[src/rtl/next_pc_unit_pkg.sv]
// ---------------------------------------------------------------------------
// next_pc_unit_pkg
// Definitions shared by the PC stage and the EX branch-decision logic:
// the 2-bit control-flow codes, the PC width and the sequential increment.
// Also provides a helper that word-aligns a target address.
// ---------------------------------------------------------------------------
package next_pc_unit_pkg;

    localparam int unsigned     PC_W   = 32;
    localparam logic [PC_W-1:0] PC_INC = 32'd4;

    typedef enum logic [1:0] {
        BJ_SEQUENCE   = 2'b00,
        BJ_BRANCH     = 2'b01,
        BJ_NOT_BRANCH = 2'b10,
        BJ_JUMP       = 2'b11
    } bj_code_e;

    // Instructions are word aligned, so the two low address bits are dropped.
    function automatic logic [PC_W-1:0] align_word(input logic [PC_W-1:0] addr);
        return {addr[PC_W-1:2], 2'b00};
    endfunction

endpackage

[src/rtl/next_pc_unit_if.sv]
// ---------------------------------------------------------------------------
// next_pc_unit_if
// Bundles the control-flow inputs from EX/hazard logic/instruction memory and
// the PC, flush and statistics outputs of the PC stage.
//   master : drives stall, imem_ready, branch_Or_Jump, branch_target,
//            jump_target; observes everything else
//   slave  : the PC stage itself (next_pc_unit)
// ---------------------------------------------------------------------------
interface next_pc_unit_if
    import next_pc_unit_pkg::*;
#(
    parameter int unsigned CNT_W = 16
);

    logic             stall;
    logic             imem_ready;
    logic [1:0]       branch_Or_Jump;
    logic [PC_W-1:0]  branch_target;
    logic [PC_W-1:0]  jump_target;
    logic [PC_W-1:0]  pc;
    logic [PC_W-1:0]  pc_plus4;
    logic             flush_if_id;
    logic             flush_id_ex;
    logic             redirect_pending;
    logic             target_misaligned;
    logic [CNT_W-1:0] branch_taken_cnt;
    logic [CNT_W-1:0] branch_not_taken_cnt;
    logic [CNT_W-1:0] jump_cnt;

    modport master (
        output stall, imem_ready, branch_Or_Jump, branch_target, jump_target,
        input  pc, pc_plus4, flush_if_id, flush_id_ex, redirect_pending,
               target_misaligned, branch_taken_cnt, branch_not_taken_cnt, jump_cnt
    );

    modport slave (
        input  stall, imem_ready, branch_Or_Jump, branch_target, jump_target,
        output pc, pc_plus4, flush_if_id, flush_id_ex, redirect_pending,
               target_misaligned, branch_taken_cnt, branch_not_taken_cnt, jump_cnt
    );

endinterface

[src/rtl/next_pc_unit_sat_counter.sv]
// ---------------------------------------------------------------------------
// sat_counter
// W-bit event counter that increments on every clock edge where i_inc is high
// and sticks at all-ones instead of wrapping.
//   clk     : clock
//   rst_n   : asynchronous active-low reset, clears the count
//   i_inc   : count this cycle
//   o_count : current count
// ---------------------------------------------------------------------------
module sat_counter #(
    parameter int unsigned W = 16
) (
    input  logic         clk,
    input  logic         rst_n,
    input  logic         i_inc,
    output logic [W-1:0] o_count
);

    logic [W-1:0] r_count;

    always_ff @(posedge clk or negedge rst_n) begin
        if (!rst_n) begin
            r_count <= '0;
        end else if (i_inc && (r_count != '1)) begin
            r_count <= r_count + W'(1);
        end
    end

    assign o_count = r_count;

endmodule

[src/rtl/next_pc_unit.sv]
// ---------------------------------------------------------------------------
// next_pc_unit
// Owns the fetch PC. Chooses between sequential, branch and jump next PC,
// holds on stalls or when instruction memory is busy, and buffers a redirect
// that arrives while memory is busy until it can be applied. Drives the
// IF/ID and ID/EX flushes and keeps saturating control-flow statistics.
//   clk, rst_n : clock, asynchronous active-low reset
//   bus        : next_pc_unit_if.slave (control inputs, PC/flush/stat outputs)
// ---------------------------------------------------------------------------
module next_pc_unit
    import next_pc_unit_pkg::*;
#(
    parameter logic [PC_W-1:0] RESET_PC = 32'h0000_0000,
    parameter int unsigned     CNT_W    = 16
) (
    input  logic          clk,
    input  logic          rst_n,
    next_pc_unit_if.slave bus
);

    logic [PC_W-1:0] r_pc;
    logic [PC_W-1:0] r_pending_target;
    logic            r_pending_valid;
    logic            r_misaligned;

    logic [PC_W-1:0] w_pc_next;
    logic [PC_W-1:0] w_pending_target_next;
    logic            w_pending_valid_next;
    logic            w_misaligned_next;

    logic            w_is_branch;
    logic            w_is_not_branch;
    logic            w_is_jump;
    logic            w_redir;
    logic [PC_W-1:0] w_raw_target;
    logic [PC_W-1:0] w_target;

    // Unknown codes cannot occur; the default arm treats them as Sequence.
    always_comb begin
        w_is_branch     = 1'b0;
        w_is_not_branch = 1'b0;
        w_is_jump       = 1'b0;
        case (bj_code_e'(bus.branch_Or_Jump))
            BJ_BRANCH:     w_is_branch     = 1'b1;
            BJ_NOT_BRANCH: w_is_not_branch = 1'b1;
            BJ_JUMP:       w_is_jump       = 1'b1;
            default:       ;
        endcase
    end

    assign w_redir      = w_is_branch | w_is_jump;
    assign w_raw_target = w_is_branch ? bus.branch_target : bus.jump_target;
    assign w_target     = align_word(w_raw_target);

    // A live redirect beats a buffered one (it is younger and overwrites it),
    // and both beat stall because the stalled instruction is being flushed.
    always_comb begin
        w_pc_next             = r_pc;
        w_pending_valid_next  = r_pending_valid;
        w_pending_target_next = r_pending_target;
        w_misaligned_next     = r_misaligned | (w_redir & (w_raw_target[1:0] != 2'b00));

        if (w_redir) begin
            if (bus.imem_ready) begin
                w_pc_next            = w_target;
                w_pending_valid_next = 1'b0;
            end else begin
                w_pending_valid_next  = 1'b1;
                w_pending_target_next = w_target;
            end
        end else if (r_pending_valid) begin
            if (bus.imem_ready) begin
                w_pc_next            = r_pending_target;
                w_pending_valid_next = 1'b0;
            end
        end else if (!bus.stall && bus.imem_ready) begin
            w_pc_next = r_pc + PC_INC;
        end
    end

    // PC, buffered redirect and sticky misalignment flag.
    always_ff @(posedge clk or negedge rst_n) begin
        if (!rst_n) begin
            r_pc             <= RESET_PC;
            r_pending_valid  <= 1'b0;
            r_pending_target <= '0;
            r_misaligned     <= 1'b0;
        end else begin
            r_pc             <= w_pc_next;
            r_pending_valid  <= w_pending_valid_next;
            r_pending_target <= w_pending_target_next;
            r_misaligned     <= w_misaligned_next;
        end
    end

    // IF/ID stays flushed while a buffered redirect waits, so no wrong-path
    // fetch slips through before the redirect lands.
    assign bus.pc                = r_pc;
    assign bus.pc_plus4          = r_pc + PC_INC;
    assign bus.flush_if_id       = w_redir | r_pending_valid;
    assign bus.flush_id_ex       = w_redir;
    assign bus.redirect_pending  = r_pending_valid;
    assign bus.target_misaligned = r_misaligned;

    // EX reports each code exactly once, so counting ignores stall/imem_ready.
    sat_counter #(.W(CNT_W)) u_branch_taken_cnt (
        .clk     (clk),
        .rst_n   (rst_n),
        .i_inc   (w_is_branch),
        .o_count (bus.branch_taken_cnt)
    );

    sat_counter #(.W(CNT_W)) u_branch_not_taken_cnt (
        .clk     (clk),
        .rst_n   (rst_n),
        .i_inc   (w_is_not_branch),
        .o_count (bus.branch_not_taken_cnt)
    );

    sat_counter #(.W(CNT_W)) u_jump_cnt (
        .clk     (clk),
        .rst_n   (rst_n),
        .i_inc   (w_is_jump),
        .o_count (bus.jump_cnt)
    );

endmodule

[src/flat_wrapper.sv]
// flat-port wrapper written by rule: the top's interface ports become plain ports
module next_pc_unit_flat import next_pc_unit_pkg::*;
#(
    parameter logic [PC_W-1:0] RESET_PC = 32'h0000_0000,
    parameter int unsigned     CNT_W    = 16
)
  (clk, rst_n, bus_stall, bus_imem_ready, bus_branch_Or_Jump, bus_branch_target, bus_jump_target, bus_pc, bus_pc_plus4, bus_flush_if_id, bus_flush_id_ex, bus_redirect_pending, bus_target_misaligned, bus_branch_taken_cnt, bus_branch_not_taken_cnt, bus_jump_cnt);
  next_pc_unit_if #(.CNT_W(CNT_W)) bus_i ();
  input  logic clk;
  input  logic rst_n;
  input wire logic [$bits(bus_i.stall)-1:0] bus_stall;
  input wire logic [$bits(bus_i.imem_ready)-1:0] bus_imem_ready;
  input wire logic [$bits(bus_i.branch_Or_Jump)-1:0] bus_branch_Or_Jump;
  input wire logic [$bits(bus_i.branch_target)-1:0] bus_branch_target;
  input wire logic [$bits(bus_i.jump_target)-1:0] bus_jump_target;
  output wire logic [$bits(bus_i.pc)-1:0] bus_pc;
  output wire logic [$bits(bus_i.pc_plus4)-1:0] bus_pc_plus4;
  output wire logic [$bits(bus_i.flush_if_id)-1:0] bus_flush_if_id;
  output wire logic [$bits(bus_i.flush_id_ex)-1:0] bus_flush_id_ex;
  output wire logic [$bits(bus_i.redirect_pending)-1:0] bus_redirect_pending;
  output wire logic [$bits(bus_i.target_misaligned)-1:0] bus_target_misaligned;
  output wire logic [$bits(bus_i.branch_taken_cnt)-1:0] bus_branch_taken_cnt;
  output wire logic [$bits(bus_i.branch_not_taken_cnt)-1:0] bus_branch_not_taken_cnt;
  output wire logic [$bits(bus_i.jump_cnt)-1:0] bus_jump_cnt;
  assign bus_i.stall = bus_stall;
  assign bus_i.imem_ready = bus_imem_ready;
  assign bus_i.branch_Or_Jump = bus_branch_Or_Jump;
  assign bus_i.branch_target = bus_branch_target;
  assign bus_i.jump_target = bus_jump_target;
  assign bus_pc = bus_i.pc;
  assign bus_pc_plus4 = bus_i.pc_plus4;
  assign bus_flush_if_id = bus_i.flush_if_id;
  assign bus_flush_id_ex = bus_i.flush_id_ex;
  assign bus_redirect_pending = bus_i.redirect_pending;
  assign bus_target_misaligned = bus_i.target_misaligned;
  assign bus_branch_taken_cnt = bus_i.branch_taken_cnt;
  assign bus_branch_not_taken_cnt = bus_i.branch_not_taken_cnt;
  assign bus_jump_cnt = bus_i.jump_cnt;
  next_pc_unit #(.RESET_PC(RESET_PC), .CNT_W(CNT_W)) u_core (.clk(clk), .rst_n(rst_n), .bus(bus_i));
endmodule
[config.mk]
export PLATFORM = sky130hd
export DESIGN_NAME = next_pc_unit_flat
export DESIGN_NICKNAME = d
export VERILOG_FILES = /design/src/rtl/next_pc_unit_pkg.sv /design/src/rtl/next_pc_unit_if.sv /design/src/rtl/next_pc_unit_sat_counter.sv /design/src/rtl/next_pc_unit.sv /design/src/flat_wrapper.sv
export SDC_FILE = /design/constraint.sdc
export NUM_CORES = 1
export LEC_CHECK = 0
export CAP_MARGIN = 20
export CORE_UTILIZATION = 46
export CTS_CLUSTER_DIAMETER = 200
export DETAILED_ROUTE_END_ITERATION = 8
export PLACE_DENSITY_LB_ADDON = 0.15
export SLEW_MARGIN = 10
export SYNTH_ARGS = -nofsm -noshare
export SYNTH_HDL_FRONTEND = slang
export SYNTH_SLANG_ARGS = --single-unit
[constraint.sdc]
create_clock -name clk -period 2.87 [get_ports clk]
set_input_delay 0.7175 -clock clk [delete_from_list [all_inputs] [get_ports clk]]
set_output_delay 0.7175 -clock clk [all_outputs]
set_load 0.03 [all_outputs]
Run 1, register map, names as in the netlist:
Bar = 20 um. Other sequential cells in the stronger gray, the rest of the logic in the fainter gray.
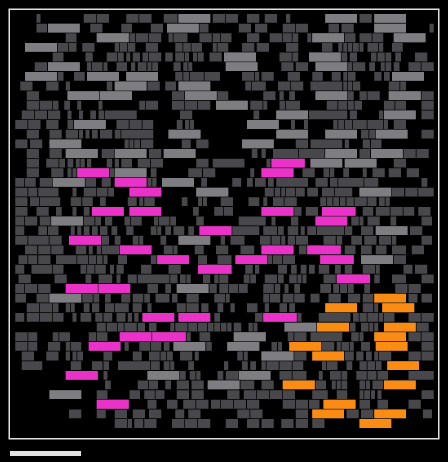
u_core.bus.pc: in magenta, flops 30. u_core.u_branch_not_taken_cnt.o_count: in orange, flops 16, where south-east.

Run 1, cell density map:
Bar = 20 um. The die is cut into 12 by 12 equal tiles; dark purple is low, yellow is high, 0 to 100% covered.
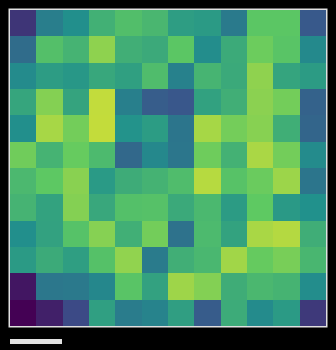
The densest ninth of the die: west. 24% of the tiles are over 75% full. The mean over all tiles is 60%.
Pre-Place Util: 0.469
core box area: 0.0138 mm^2

Run 1, the clock network:
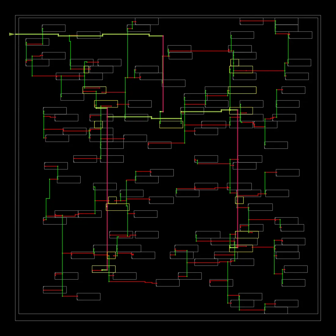
clk ins delay skew pair: 0.35 ns
clk pwr: 1.30 mW
Setup Skew: 0.00593 ns
flip-flops: 110
Sink Count: 110

==> qor.yml, run 1 <==
synth-main-ff-cell: "dfrtp_1"
status: "completed"
yosysSeqAreaShare: 0.425
worst_r2r_path_depth: 6
gp_congestion: 0.871
criticalPathCategory: "register to primary output"
synth-edff-count: 0
via_per_inst: 5.76
critPathTopFamily: "simple AND/OR/NAND/NOR gates"
fmax_ghz: 0.359
path_buffers: 1
num-nonclk-inverters: 13
wl_met1_um: 8180
hold_viol_final: 0
fa_ha_area_frac: 0.00772
logic_family: "simple AND/OR/NAND/NOR gates"
num_rows: 43
fin_setup_tns_ns: 0
syn_area_mm2: 0.00648
final_common_cell: "clkdlybuf4s50_1"
cts_hold_buf: 0
diodes: 0
drc_errors: 0
power.total_mw: 5.70
p_sw_mw: 2.23
cp.depth: 6
grt-busiest-layer: "met2"
crit_path_top_delay_cell: "or4_4"
nClkBuffers: 9
cpPeakStageDelay_ns: 0.55
post-place-ws_ns: 0.239
comb_area_frac: 0.403
hpwl_um: 13600
drv_slew: 0
grtUsageMet3: 0.0377
power_frac_comb: 0.388
synth_cells: 694
cp_max_fo: 3
startpoint: "u_core.bus.pc[2]$_DFFE_PN0P_"
yosysMostFrequentCell: "dfrtp_1"
taps: 180
clockBufferDepth: 2
r2r-end: "u_core.u_branch_taken_cnt.o_count[1]$_DFFE_PN0P_"
grt_pass1_vias: 5872
async_reset_ff_frac: 1.00
place_inst: 1043
p_int_mw: 3.47
ys_chip_area_mm2: 0.00648
cts_tree: "yes"
start_kind: "register"
max_slew.worst_pin.slew_ns: 0.677
pwr-share-clk: 0.229
top_power_group: "combinational logic"
nNetsFinal: 954
drive_gt1_frac: 0.142
synth-compound-area-share: 0.139
cts_resized: 13
routed.top_layer: "met4"
comb_cells: 534
final-seq-area_mm2: 0.00276
yosys-stat-cells: 694
area_growth_pct: 38.8
layout_top_cells: "149 x clkdlybuf4s50_1, 102 x dfrtp_1, 90 x nand2_1, 59 x mux2i_1, 51 x o21ai_0"
grt_antenna_before_repair: 0
avgSynthCellArea_um2: 9.34
fin_area_mm2: 0.00900
pwr-share-seq: 0.384
clk_share: 0.0338
grt_util_all_layers: 0.261
postCtsSetupBuffers: 1
layout.area.comb_mm2: 0.00363
postRouteAntennaNets: 0
ys_top_cells_by_count: "110 x dfrtp_1, 90 x nand2_1, 59 x mux2i_1, 51 x o21ai_0, 44 x xnor2_1"
finalCriticalPeriod_ns: 2.79
rsz0062_at_grt: "no"
slew_headroom: 0.544
final_cells: 1065
period_used_share: 0.971
route.met2.wl_um: 9000
area_dominant_class: "logic gates"
yosysWarnings: 0
switching_share: 0.391
required_ns: 2.15
hold_slack_ns: 0.355
routed-via-count: 6139
fin_ws_ns: 0.0830
layout.nonclk_buf_frac: 0.225
grt_pass1_wl_um: 29700
avgRoutedWirePerCell_um: 17.5
ys_sh_mux: 0.112
cts_buffers: 9
grt_use_met2: 0.426
end_kind: "primary output"
synth_top_area_share: 0.425
reg2reg_from: "u_core.u_branch_taken_cnt.o_count[0]$_DFFE_PN0P_"
die_w_um: 121
grt_max_degree: 47
worstPathCellList: "ha_4, nand2_1, or4_4, nor2_4, xor2_1, buf_4"
synth.distinct_cells: 60
max-vdd-ir-drop_v: 0.000359
numPortBuffers: 181
drt-initial-drc-count: 437
ys_sh_simple: 0.194
yosysTopAreaCell: "dfrtp_1"
warning_count: 27
cts_root_buf: "clkbuf_16"
non_clock_buffer_count: 212
n_fill_cell: 1149
wl_met3_um: 1040
Run 1, routed metal, one color a layer:
Only two layers are drawn.
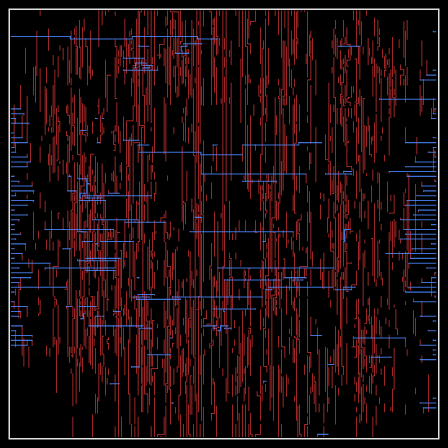

==> run 1 -> run 2 <==
Settings changed: CORE_UTILIZATION 46 to 49, MAX_ROUTING_LAYER from default to met4.
Run 2, routed metal, one color a layer:
Only two layers are drawn.
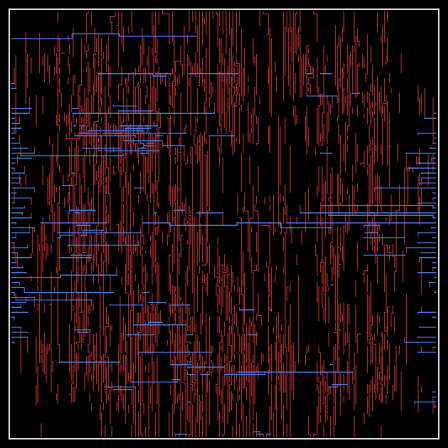
M3: in blue, wire length 1220 um. M2: in red, wire length 9020 um.
detailed-route via count: 6114
GRT Total Usage: 0.287

==> run 2 against run 1 <==
Core utilization rose by 5.5 points; largest cell class unchanged; setup slack worse by 0.044 ns; worst hold slack got worse by 0.13 ns; count of clock-buffer cells in the layout rose by 3; global-route usage rose by 2.6 points; clock skew up 0.0038 ns; critical path type unchanged; clock power shrank 6%; sequential cell count unchanged; first-iteration DRC count fell by 8.5%; synthesized cell count unchanged; maximum frequency fell by 1.5%.
==> qor.yml, run 2 <==
status: "completed"
numPortBuffers: 181
cts_resized: 13
first_pass_iters: 5
required_ns: 2.15
grt_use_met2: 0.456
worst_r2r_path_depth: 6
via_per_inst: 5.75
criticalPathCategory: "register to primary output"
path_buffers: 2
grt_antenna_before_repair: 1
slew_headroom: 0.513
drc_errors: 0
num-nonclk-inverters: 13
routed.top_layer: "met4"
max-cap-violations: 0
p_leak_nw: 3.82
pg_clk_mw: 1.22
clkSlewWorstSetupHoldPaths_ns: 0.08
fp_util: 0.507
startpoint: "u_core.bus.pc[7]$_DFFE_PN0P_"
cts_tree: "yes"
hpwl_um: 13300
final-seq-area_mm2: 0.00277
nClkBuffers: 12
powerDensity_mw_per_mm2: 628
ff_count: 110
drt-total-wl_um: 18800
final_cells: 1063
cp.depth: 6
hp-class: "primary input to async pin"
rsz0062_at_grt: "yes"
nNetsFinal: 961
power.total_mw: 5.66
n_fill_cell: 963
postCtsSetupBuffers: 4
reg2reg_from: "u_core.u_branch_taken_cnt.o_count[0]$_DFFE_PN0P_"
start_kind: "register"
taps: 172
h-tree-depth: 3
wl_met3_um: 1220
synth_top_area_share: 0.425
synth_cells: 694
finalCriticalPeriod_ns: 2.83
logic_family: "simple AND/OR/NAND/NOR gates"
dpl_cell_area_mm2: 0.00854
yosysWarnings: 0
fp.dieH_um: 117
grt_pass1_vias: 5802
critPathCapture: "bus_pc_plus4[16]"
pwr-share-clk: 0.216
ioPinCount: 186
layout_top_cells: "151 x clkdlybuf4s50_1, 99 x dfrtp_1, 89 x nand2_1, 59 x mux2i_1, 52 x buf_4"
async_reset_ff_frac: 1.00
final_common_cell: "clkdlybuf4s50_1"
synth.distinct_cells: 60
cts_root_buf: "clkbuf_16"
hold_viol_final: 0
postRouteAntennaNets: 0
cts_hold_buf: 0
top_cells_by_area: "dfrtp_1 42%, mux2i_1 9.1%, xnor2_1 5.9%"
power_frac_comb: 0.395
grtUsageMet1: 0.368
layout.nonclk_buf_frac: 0.230
syn_area_mm2: 0.00648
die_area_mm2: 0.0137
final-setup-viol-count: 0
p_int_mw: 3.45
ys_top_cells_by_count: "110 x dfrtp_1, 90 x nand2_1, 59 x mux2i_1, 51 x o21ai_0, 44 x xnor2_1"
cpPeakStageDelay_ns: 0.54
fa_ha_area_frac: 0.00772
cts_buffers: 9
period_used_share: 0.986
num_rows: 41
area_growth_pct: 39.1
switching_share: 0.390
comb_cells: 534
ys_chip_area_mm2: 0.00648
synth-compound-area-share: 0.139
critPathTopFamily: "simple AND/OR/NAND/NOR gates"
warning_count: 28
worstPathCellList: "nand4_4, buf_4, or4_4, nor2_4, xor2_2, buf_6"
wl_met1_um: 8180
route.met2.wl_um: 9020
ys_sh_mux: 0.112
p_sw_mw: 2.21
synth-main-ff-cell: "dfrtp_1"
ys.flops: 110
clockBufferDepth: 2
grt_max_degree: 65
yosysTopAreaCell: "dfrtp_1"
gp_congestion: 0.913
r2r-end: "u_core.u_branch_taken_cnt.o_count[1]$_DFFE_PN0P_"
cp_max_fo: 6
post-place-ws_ns: 0.176
arrival_ns: 2.11
place_inst: 1035
drive_gt1_frac: 0.148
fin_area_mm2: 0.00901
clk_share: 0.0314
pwr-share-seq: 0.389
max-vdd-ir-drop_v: 0.000374
diodes: 1
drv_slew: 0
post-route-util: 0.706
reg2reg_setup_slack_ns: 0.63
max_slew.worst_pin.slew_ns: 0.724
grt_pass1_wl_um: 29200
yosysMostFrequentCell: "dfrtp_1"
hold_slack_ns: 0.227
fmax_ghz: 0.353
ys_sh_simple: 0.194
avgSynthCellArea_um2: 9.34
yosys-stat-cells: 694
cts_num_sinks: 110
grtUsageMet3: 0.0515
end_kind: "primary output"
area_dominant_class: "logic gates"
powerComb_mw: 2.24
fin_ws_ns: 0.0393
comb_area_frac: 0.402
crit_path_top_delay_cell: "or4_4"
top_power_group: "combinational logic"
drt-initial-drc-count: 400
core-area_mm2: 0.0128
die_w_um: 117
avgRoutedWirePerCell_um: 17.7
grt-busiest-layer: "met2"
pg_seq_mw: 2.20
layout.area.comb_mm2: 0.00362
non_clock_buffer_count: 219
fin_setup_tns_ns: 0
synth-edff-count: 0
yosysSeqAreaShare: 0.425
sh_seq_area: 0.307
ys_sh_xor: 0.0865
overflow: 0
Run 2, the clock network:
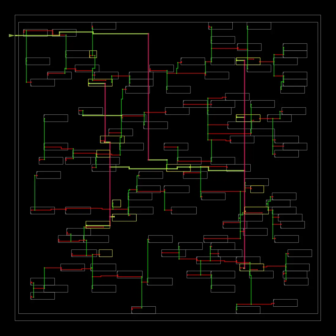
Setup Skew: 0.00978 ns
clk ins delay skew pair: 0.36 ns

No activity file was given, so power comes from the tool's default toggle rates.
